Fig. 1: run 1, logic cells by family
Drawn at 2 px/um.
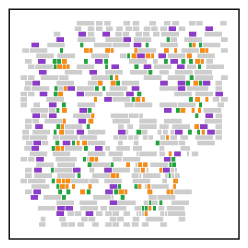
Fig. 2: run 1, M3 wires
Drawn at 4 px/um.
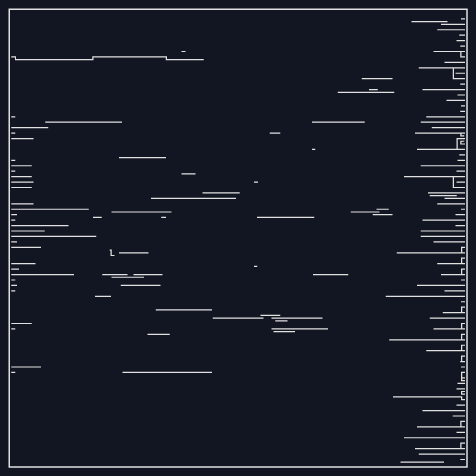
Fig. 3: run 1, clock wires, drivers and flops
Drawn at 4 px/um.
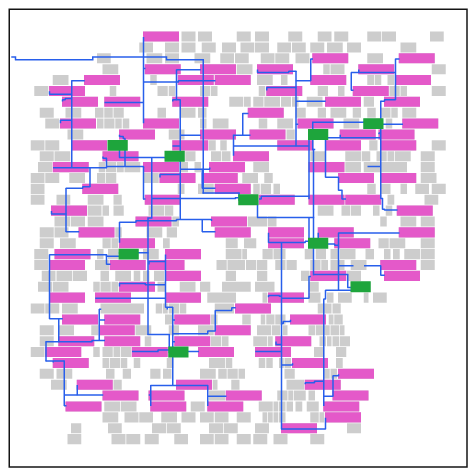
$ cat src/rtl/dma_arb_pkg.sv
// dma_arb_pkg: shared widths and FSM state for the two-channel DMA read arbiter
package dma_arb_pkg;
    localparam int ADDR_W   = 30;
    localparam int DATA_W   = 32;
    localparam int BEAT_W   = 8;
    localparam int STARVE_W = 4;
    typedef enum logic {IDLE, DATA} state_t;
endpackage

$ cat src/rtl/dma_req_slot.sv
// dma_req_slot: per-channel request latch holding the pending flag and burst address
module dma_req_slot
    import dma_arb_pkg::*;
(
    input  logic              CLK,
    input  logic              RESETN,
    input  logic              start,
    input  logic [ADDR_W-1:0] addr,
    input  logic              clr,
    output logic              pending,
    output logic [ADDR_W-1:0] addr_q,
    output logic              ready,
    output logic              err
);
    assign ready = ~pending;
    // a second start while a request is still outstanding is dropped, not queued
    assign err   = start & pending;

    always_ff @(posedge CLK or negedge RESETN) begin
        if (!RESETN) begin
            pending <= 1'b0;
            addr_q  <= '0;
        end else if (start && !pending) begin
            pending <= 1'b1;
            addr_q  <= addr;
        end else if (clr) begin
            pending <= 1'b0;
        end
    end
endmodule

$ cat src/rtl/dma_read_arbiter.sv
// dma_read_arbiter: shares one DMA read engine between two requesters,
// channel 0 preferred with a starvation bound for channel 1.
module dma_read_arbiter
    import dma_arb_pkg::*;
#(
    parameter int BURST_SIZE = 8,
    parameter int MAX_WAIT   = 4
) (
    input  logic              CLK,
    input  logic              RESETN,
    input  logic              REQ0_START,
    input  logic [ADDR_W-1:0] REQ0_ADDR,
    output logic              REQ0_READY,
    output logic [DATA_W-1:0] REQ0_RD_DATA,
    output logic              REQ0_RD_DATA_VALID,
    input  logic              REQ1_START,
    input  logic [ADDR_W-1:0] REQ1_ADDR,
    output logic              REQ1_READY,
    output logic [DATA_W-1:0] REQ1_RD_DATA,
    output logic              REQ1_RD_DATA_VALID,
    output logic [ADDR_W-1:0] DMA_RD_ADDR,
    output logic              DMA_START,
    input  logic              DMA_READY,
    input  logic [DATA_W-1:0] DMA_RD_DATA,
    input  logic              DMA_RD_DATA_VALID,
    output logic              GRANT,
    output logic              BUSY,
    output logic              PROTOCOL_ERR
);
    localparam logic [BEAT_W-1:0]   LAST_BEAT  = BEAT_W'(BURST_SIZE - 1);
    localparam logic [STARVE_W-1:0] STARVE_LIM = STARVE_W'(MAX_WAIT);

    state_t              state_q, state_d;
    logic [1:0]          pending;
    logic [ADDR_W-1:0]   addr0_q, addr1_q;
    logic                err0, err1, issue, win, last_beat, stray;
    logic [BEAT_W-1:0]   beat_q;
    logic [STARVE_W-1:0] starve_q;

    dma_req_slot u_slot0 (
        .CLK     (CLK),
        .RESETN  (RESETN),
        .start   (REQ0_START),
        .addr    (REQ0_ADDR),
        .clr     (last_beat & ~GRANT),
        .pending (pending[0]),
        .addr_q  (addr0_q),
        .ready   (REQ0_READY),
        .err     (err0)
    );

    dma_req_slot u_slot1 (
        .CLK     (CLK),
        .RESETN  (RESETN),
        .start   (REQ1_START),
        .addr    (REQ1_ADDR),
        .clr     (last_beat & GRANT),
        .pending (pending[1]),
        .addr_q  (addr1_q),
        .ready   (REQ1_READY),
        .err     (err1)
    );

    always_comb begin
        state_d   = state_q;
        win       = 1'b0;
        issue     = 1'b0;
        last_beat = 1'b0;
        stray     = 1'b0;
        win       = pending[1] && (!pending[0] || starve_q >= STARVE_LIM);
        issue     = state_q == IDLE && DMA_READY && |pending;
        last_beat = state_q == DATA && DMA_RD_DATA_VALID && beat_q == LAST_BEAT;
        stray     = state_q == IDLE && DMA_RD_DATA_VALID;
        state_d   = issue ? DATA : last_beat ? IDLE : state_q;
    end

    always_ff @(posedge CLK or negedge RESETN) begin
        if (!RESETN) state_q <= IDLE;
        else         state_q <= state_d;
    end

    always_ff @(posedge CLK or negedge RESETN) begin
        if (!RESETN) begin
            DMA_START    <= 1'b0;
            DMA_RD_ADDR  <= '0;
            GRANT        <= 1'b0;
            beat_q       <= '0;
            starve_q     <= '0;
            PROTOCOL_ERR <= 1'b0;
        end else begin
            DMA_START    <= issue;
            PROTOCOL_ERR <= err0 | err1 | stray;
            if (issue) begin
                DMA_RD_ADDR <= win ? addr1_q : addr0_q;
                GRANT       <= win;
                beat_q      <= '0;
                // starvation only accrues while channel 1 is actually waiting
                if (win)
                    starve_q <= '0;
                else if (pending[1] && starve_q != '1)
                    starve_q <= starve_q + 1'b1;
            end else if (state_q == DATA && DMA_RD_DATA_VALID) begin
                beat_q <= beat_q + 1'b1;
            end
        end
    end

    assign BUSY               = state_q == DATA;
    assign REQ0_RD_DATA       = DMA_RD_DATA;
    assign REQ1_RD_DATA       = DMA_RD_DATA;
    assign REQ0_RD_DATA_VALID = BUSY & DMA_RD_DATA_VALID & ~GRANT;
    assign REQ1_RD_DATA_VALID = BUSY & DMA_RD_DATA_VALID & GRANT;
endmodule

$ cat config.mk
export PLATFORM = sky130hd
export DESIGN_NAME = dma_read_arbiter
export DESIGN_NICKNAME = d
export VERILOG_FILES = /design/src/rtl/dma_arb_pkg.sv /design/src/rtl/dma_req_slot.sv /design/src/rtl/dma_read_arbiter.sv
export SDC_FILE = /design/constraint.sdc
export NUM_CORES = 1
export LEC_CHECK = 0
export CORE_MARGIN = 5
export CORE_UTILIZATION = 47
export DETAILED_ROUTE_END_ITERATION = 16
export HOLD_SLACK_MARGIN = 0.03
export PLACE_DENSITY_LB_ADDON = 0.2
export SETUP_SLACK_MARGIN = 0.02
export SLEW_MARGIN = 20
export SYNTH_ARGS = -nofsm -noshare
export SYNTH_HDL_FRONTEND = slang
export SYNTH_SLANG_ARGS = --single-unit
export TNS_END_PERCENT = 30
$ cat constraint.sdc
create_clock -name CLK -period 2.76 [get_ports CLK]
set_clock_uncertainty 0.05 [all_clocks]
set_input_delay 0.552 -clock CLK [delete_from_list [all_inputs] [get_ports CLK]]
set_output_delay 0.552 -clock CLK [all_outputs]
set_load 0.01 [all_outputs]
==> flow_summary.json, run 1 <==
{
  "grt_use_total_pct": 20.1,
  "wl_met2_um": 6580,
  "grt_setup_unrepaired": "false",
  "edf_count": 0,
  "irDropWorstVdd_v": 0.000508,
  "yosys.area.top_type": "dfrtp_1",
  "tightest_slew_ns": 0.677,
  "ys_seq_elements": 108,
  "cp_data_arrival_time_ns": 1.85,
  "cp-end-kind": "output port",
  "ys_cells": 451,
  "dp.cells": 610,
  "grt_pass1_vias": 3788,
  "post_dp_cell_area_um2": 5840,
  "cts_max_level": 3,
  "route.met3.wl_um": 988,
  "warnings": 26,
  "drv_slew": 0,
  "top_cell": "dfrtp_1",
  "cp-startpoint": "DMA_RD_DATA_VALID",
  "vias_per_cell": 5.74,
  "p_leak_nw": 2.45,
  "numCtsBuffers": 9,
  "ys_seq_share_pct": 53.1,
  "hold_path_class": "reg2reg",
  "worst_setup_path_start_kind": "input pin",
  "cp_slowest_stage_delay_ns": 0.54,
  "r2r-end": "DMA_RD_ADDR[18]",
  "crit_top_cell": "clkdlybuf4s50_1",
  "p_int_mw": 3.83,
  "drive_gt1_share_pct": 20.1,
  "dr.first_iter.drc_count": 168,
  "nets": 582,
  "endpoint": "REQ1_RD_DATA_VALID",
  "setup_viol": 0,
  "top_cells_by_count": "108 x dfrtp_1, 64 x buf_4, 61 x mux2_2, 37 x o21ai_0, 34 x nand3_1",
  "finalCriticalPeriod_ns": 2.46,
  "status": "complete, no violations",
  "cp.depth": 4,
  "combPwrFrac_pct": 32.8,
  "synthDominantCellAreaShare_pct": 53.1,
  "dieArea_um2": 13000,
  "clock_path_buffers": 2,
  "p_sw_share_pct": 31.7,
  "tritoncts": "yes",
  "grt.busiest_layer": "met2",
  "area_growth_pct": 19.3,
  "cpMaxStageDelayCell": "clkdlybuf4s50_1",
  "synthTopCellsByArea": "dfrtp_1 53%, mux2_2 13%, buf_4 9.4%",
  "globalplace.congestion": 0.800
}
About Fig. 1:
legend:
  NAND gates:
    colour: green
    cells: 72
    most_used: nand3_1
  multiplexers:
    colour: purple
    cells: 64
    most_used: mux2_2
    where: all over the die
  inverting AOI/OAI gates:
    colour: orange
    cells: 76
    most_used: o21ai_0

About Fig. 2:
main direction: horizontal
nets with wire on the layer: 98
met3 usage: 5.34%
detailed-route via count: 3597
Routed WL: 12800 um

About Fig. 3:
legend:
  cells driving clock nets:
    colour: green
    count: 9
  flip-flops:
    colour: magenta
    count: 108
  clock wires:
    colour: blue
    length: 1250 um
routed clock nets: 10
Clock Latency Late Sink: 0.37 ns
Clock Power Share: 19.2%
clk pwr: 1.07 mW

==> run 1: logic make-up (layout without fill, tap and decap cells) <==
family	count (synthesis)	after routing	share of synthesized area, %
flip-flops	108	108	53.1
buffers and inverters	104	140	12.5
AND-OR/OR-AND	78	78	9.51
adder cells (fa/ha/maj)	2	2	0.491
AND/OR/NAND/NOR	94	94	10.2
XOR/XNOR	1	1	0.172
multiplexers	64	64	14.1
==> run 1: cell type report <==
class	instances	area [um^2]
inverter	5	18.8
clock inverter	6	95.1
tap	140	175
timing repair buffer	119	1180
clock buffer	10	128
fill	945	4670
multi-input combinational	239	1780
sequential	108	2700
==> run 1: state kept, by name, summed over array words and instances, names as in the netlist, 4 cells and up <==
register	count
DMA_RD_ADDR	30
starve_q	4
beat_q	8
u_slot1.addr_q	30
u_slot0.addr_q	30
==> run 1: worst min path at each step <==
| stage | from | to | cells after the start | slack (ns) |
|---|---|---|---|---|
| floorplan | RESETN | BUSY | 0 | 0.21 |
| global placement | starve_q[3] | starve_q[3] | 1 | 0.42 |
| detailed placement | RESETN | u_slot1.addr_q[23] | 1 | 0.43 |
| CTS | starve_q[3] | starve_q[3] | 1 | 0.45 |
| global route | starve_q[3] | starve_q[3] | 1 | 0.46 |
| finish | starve_q[3] | starve_q[3] | 1 | 0.45 |
==> run 1: cell usage in the layout, fill, tap and decap left out, types with 8 or more instances in the layout <==
cell type / synthesis / final
buf_4: 64 / 14
clkdlybuf4s50_1: 0 / 102
nor2_1: 9 / 8
clkbuf_8: 0 / 9
o211ai_1: 31 / 31
nand4_1: 32 / 32
mux2_2: 61 / 61
dfrtp_1: 108 / 108
o21ai_0: 37 / 37
nand3_1: 34 / 34
--- run 2 (diff from run 1) ---
--- a/config.mk
+++ b/config.mk
@@ -5,8 +5,7 @@
 export SDC_FILE = /design/constraint.sdc
 export NUM_CORES = 1
 export LEC_CHECK = 0
-export CORE_MARGIN = 5
-export CORE_UTILIZATION = 47
+export CORE_UTILIZATION = 44
 export DETAILED_ROUTE_END_ITERATION = 16
 export HOLD_SLACK_MARGIN = 0.03
 export PLACE_DENSITY_LB_ADDON = 0.2
==> flow_summary.json, run 2 <==
{
  "cts_max_level": 3,
  "vias_per_cell": 5.65,
  "drive_gt1_share_pct": 20.5,
  "worst_setup_path_start_kind": "input pin",
  "via_count": 3546,
  "drv_slew": 0,
  "synthDominantCellAreaShare_pct": 53.1,
  "globalplace.congestion": 0.728,
  "synthTopCellsByArea": "dfrtp_1 53%, mux2_2 13%, buf_4 9.4%",
  "yosys.area.top_type": "dfrtp_1",
  "lay_top_cells": "108 x dfrtp_1, 102 x clkdlybuf4s50_1, 61 x mux2_2",
  "tightest_slew_ns": 0.858,
  "cp-startpoint": "DMA_RD_DATA_VALID",
  "final_common_cell": "dfrtp_1",
  "reg_top3": "DMA_RD_ADDR x30, u_slot0.addr_q x30, u_slot1.addr_q x30",
  "r2r-end": "DMA_RD_ADDR[7]",
  "edf_count": 0,
  "grt_pass1_vias": 3604,
  "dr.first_iter.drc_count": 152,
  "dp.cells": 612,
  "status": "complete, no violations",
  "finalCriticalPeriod_ns": 2.44,
  "grt_use_total_pct": 20.9,
  "top_cells_by_count": "108 x dfrtp_1, 64 x buf_4, 61 x mux2_2, 37 x o21ai_0, 34 x nand3_1",
  "numCtsBuffers": 9,
  "ys_cells": 451,
  "cp_data_arrival_time_ns": 1.84,
  "dieArea_um2": 12000,
  "nets": 583
}
run 2: cell counts after synthesis:
Identical to the previous run, type by type.
run 2: how the worst max path moves through the flow:
stage               cells past startpoint                  to
detailed placement                      4  REQ0_RD_DATA_VALID
CTS                                     4  REQ0_RD_DATA_VALID
global placement                        4  REQ1_RD_DATA_VALID
floorplan                               3          REQ1_READY
global route                            4  REQ0_RD_DATA_VALID
finish                                  4  REQ1_RD_DATA_VALID
run 2: metal layers:
metal	vias to the layer above	track usage (%)	wire [um]
met5	-	0	0
li1	1619	-	-
met3	21	6.46	898
met1	1762	24.9	4810
met4	0	5.52	170
met2	144	36.6	6150
run 2: stage by stage:
step / utilization [%] / power (mW) / area [um^2]
after floorplan: - / 3.77 / 5090
after global placement: 52.9 / 4.50 / 5860
after detailed placement: 52.9 / 4.60 / 5860
after CTS: 55.4 / 5.84 / 6140
after global routing: 55.4 / 6.13 / 6140
final: 55.4 / 5.78 / 6140
run 2: worst max-delay path: stages:
cell	delay, ns
clkdlybuf4s50_1	0.54
nand2_1	0.10
nor2_1	0.10
clkdlybuf4s50_1	0.54
run 2: cells by family after synthesis:
logic type	Yosys count	share of synthesized area, %
AOI/OAI and AO/OA	78	9.51
buffers and inverters	104	12.5
adders and majority gates	2	0.491
xor gates and xnor gates	1	0.172
DFF	108	53.1
and+or+nand+nor	94	10.2
muxes	64	14.1
run 2: where the power goes:
part           switching (mW)  internal [mW]  total (mW)
clock network           0.602          0.625        1.23
registers               0.418           2.27        2.69
logic                   0.808           1.05        1.86
run 2: final cells by class:
cell class	count	area [um^2]
multi-input combinational	239	1780
clock inverter	7	58.8
tap	140	175
inverter	5	18.8
timing repair buffer	120	1180
clock buffer	9	225
fill	983	4940
sequential	108	2700
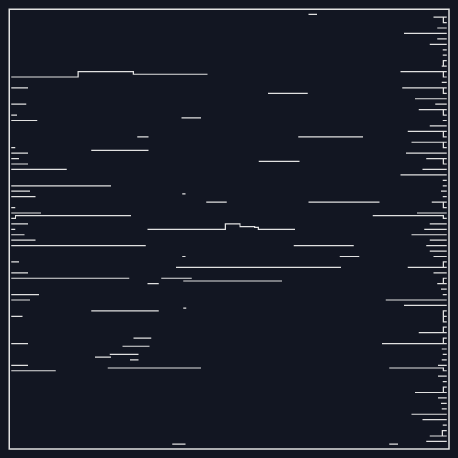
Fig. 4. M3 wires (run 2).
Drawn at 4 px/um.
Routed WL: 12000 um
met3 usage: 6.46%

--- run 3 (diff from run 2) ---
--- a/config.mk
+++ b/config.mk
@@ -6,6 +6,7 @@
 export NUM_CORES = 1
 export LEC_CHECK = 0
 export CORE_UTILIZATION = 44
+export CTS_CLUSTER_SIZE = 16
 export DETAILED_ROUTE_END_ITERATION = 16
 export HOLD_SLACK_MARGIN = 0.03
 export PLACE_DENSITY_LB_ADDON = 0.2
==> flow_summary.json, run 3 <==
{
  "edf_count": 0,
  "drv_slew": 0,
  "tritoncts": "yes",
  "vias_per_cell": 5.65,
  "tightest_slew_ns": 0.858,
  "dr.first_iter.drc_count": 152,
  "cp.depth": 4,
  "fa_ha_area_share_pct": 0.492,
  "status": "complete, no violations",
  "worstSkewPairLatency_ns": 0.35,
  "final_common_cell": "dfrtp_1",
  "drive_gt1_share_pct": 20.5,
  "p_total_mw": 5.78,
  "crit_top_cell": "clkdlybuf4s50_1",
  "worst_setup_path_start_kind": "input pin",
  "synthTopCellsByArea": "dfrtp_1 53%, mux2_2 13%, buf_4 9.4%",
  "numCtsBuffers": 9,
  "setup_viol": 0,
  "ys_cells": 451,
  "synthDominantCellAreaShare_pct": 53.1,
  "finalCriticalPeriod_ns": 2.44,
  "ys_sh_simple_pct": 10.2,
  "top_cell": "dfrtp_1",
  "mux_area_share_pct": 14.1,
  "path_buffers": 2
}
## run 3: cell families after synthesis
group                    after synthesis
AND-OR/OR-AND                         78
XOR/XNOR                               1
adder cells (fa/ha/maj)                2
buffers and inverters                104
flip-flops                           108
multiplexers                          64
AND/OR/NAND/NOR                       94
## run 3: worst max path at each step
| stage | start | endpoint | slack [ns] |
|---|---|---|---|
| 2_1_floorplan | u_slot1.pending | REQ1_READY | 1.15 |
| 3_3_place_gp | DMA_RD_DATA_VALID | REQ1_RD_DATA_VALID | 0.33 |
| 3_5_place_dp | DMA_RD_DATA_VALID | REQ0_RD_DATA_VALID | 0.32 |
| 4_1_cts | DMA_RD_DATA_VALID | REQ0_RD_DATA_VALID | 0.32 |
| 5_1_grt | DMA_RD_DATA_VALID | REQ0_RD_DATA_VALID | 0.28 |
| 6_report | DMA_RD_DATA_VALID | REQ1_RD_DATA_VALID | 0.32 |
## run 3: cell type report
class | instances | area [um^2] | share of cell area [%]
clock buffers | 9 | 225 | 3.67
clock inverters | 7 | 58.8 | 0.958
inverters | 5 | 18.8 | 0.306
multi-input cells | 239 | 1780 | 29.0
flip-flops and latches | 108 | 2700 | 44.0
well taps | 140 | 175 | 2.85
repair buffers | 120 | 1180 | 19.2
## run 3: power by group
part | total [mW] | leakage, nW | switching, mW | internal, mW
clock | 1.23 | 0.138 | 0.602 | 0.625
sequential | 2.69 | 1.34 | 0.418 | 2.27
combinational | 1.86 | 1.01 | 0.808 | 1.05
## run 3: metrics by stage
step	setup slack, ns	instances
finish	0.321	628
global route	0.281	628
CTS	0.318	628
detailed placement	0.319	612
global placement	0.335	612
floorplan	1.15	451
## run 3: per-layer routing
layer,vias up,wire (um),GRT usage (%)
li1,1619,-,-
met1,1762,4810,24.9
met2,144,6150,36.6
met3,21,898,6.46
met4,0,170,5.52
met5,-,0,0
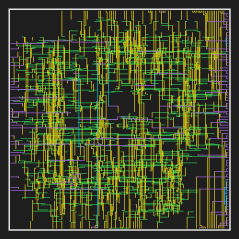
Fig. 5. Signal wires by layer (run 3).
Drawn at 2 px/um.
legend:
  met4:
    colour: cyan
    wire_length: 171 um
  met1:
    colour: green
    wire_length: 4810 um
  met3:
    colour: purple
    wire_length: 898 um
  met2:
    colour: yellow
    wire_length: 6150 um
WL per Instance: 19.1 um
Total GRT Usage: 20.9%
detailed-route via count: 3546


==> gallery <==
Clock wiring as the flow saved it.
Plate I
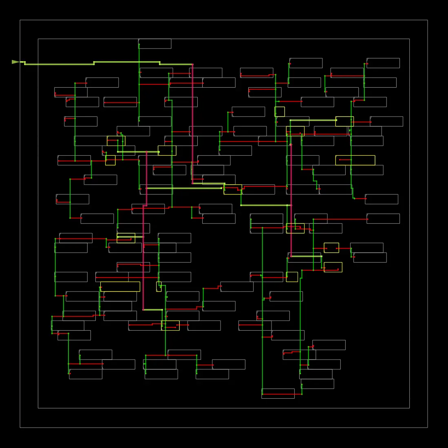
Plate II
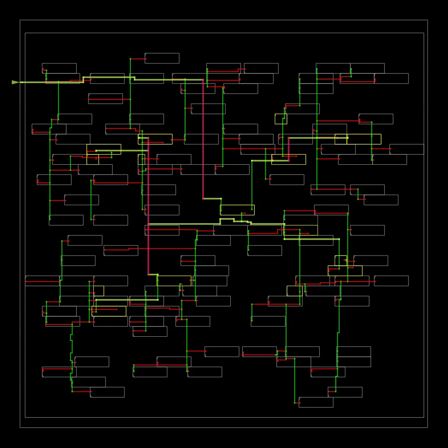
Plate I comes from run 1.
Plate II comes from run 2.

Power and IR drop assume default switching activity.
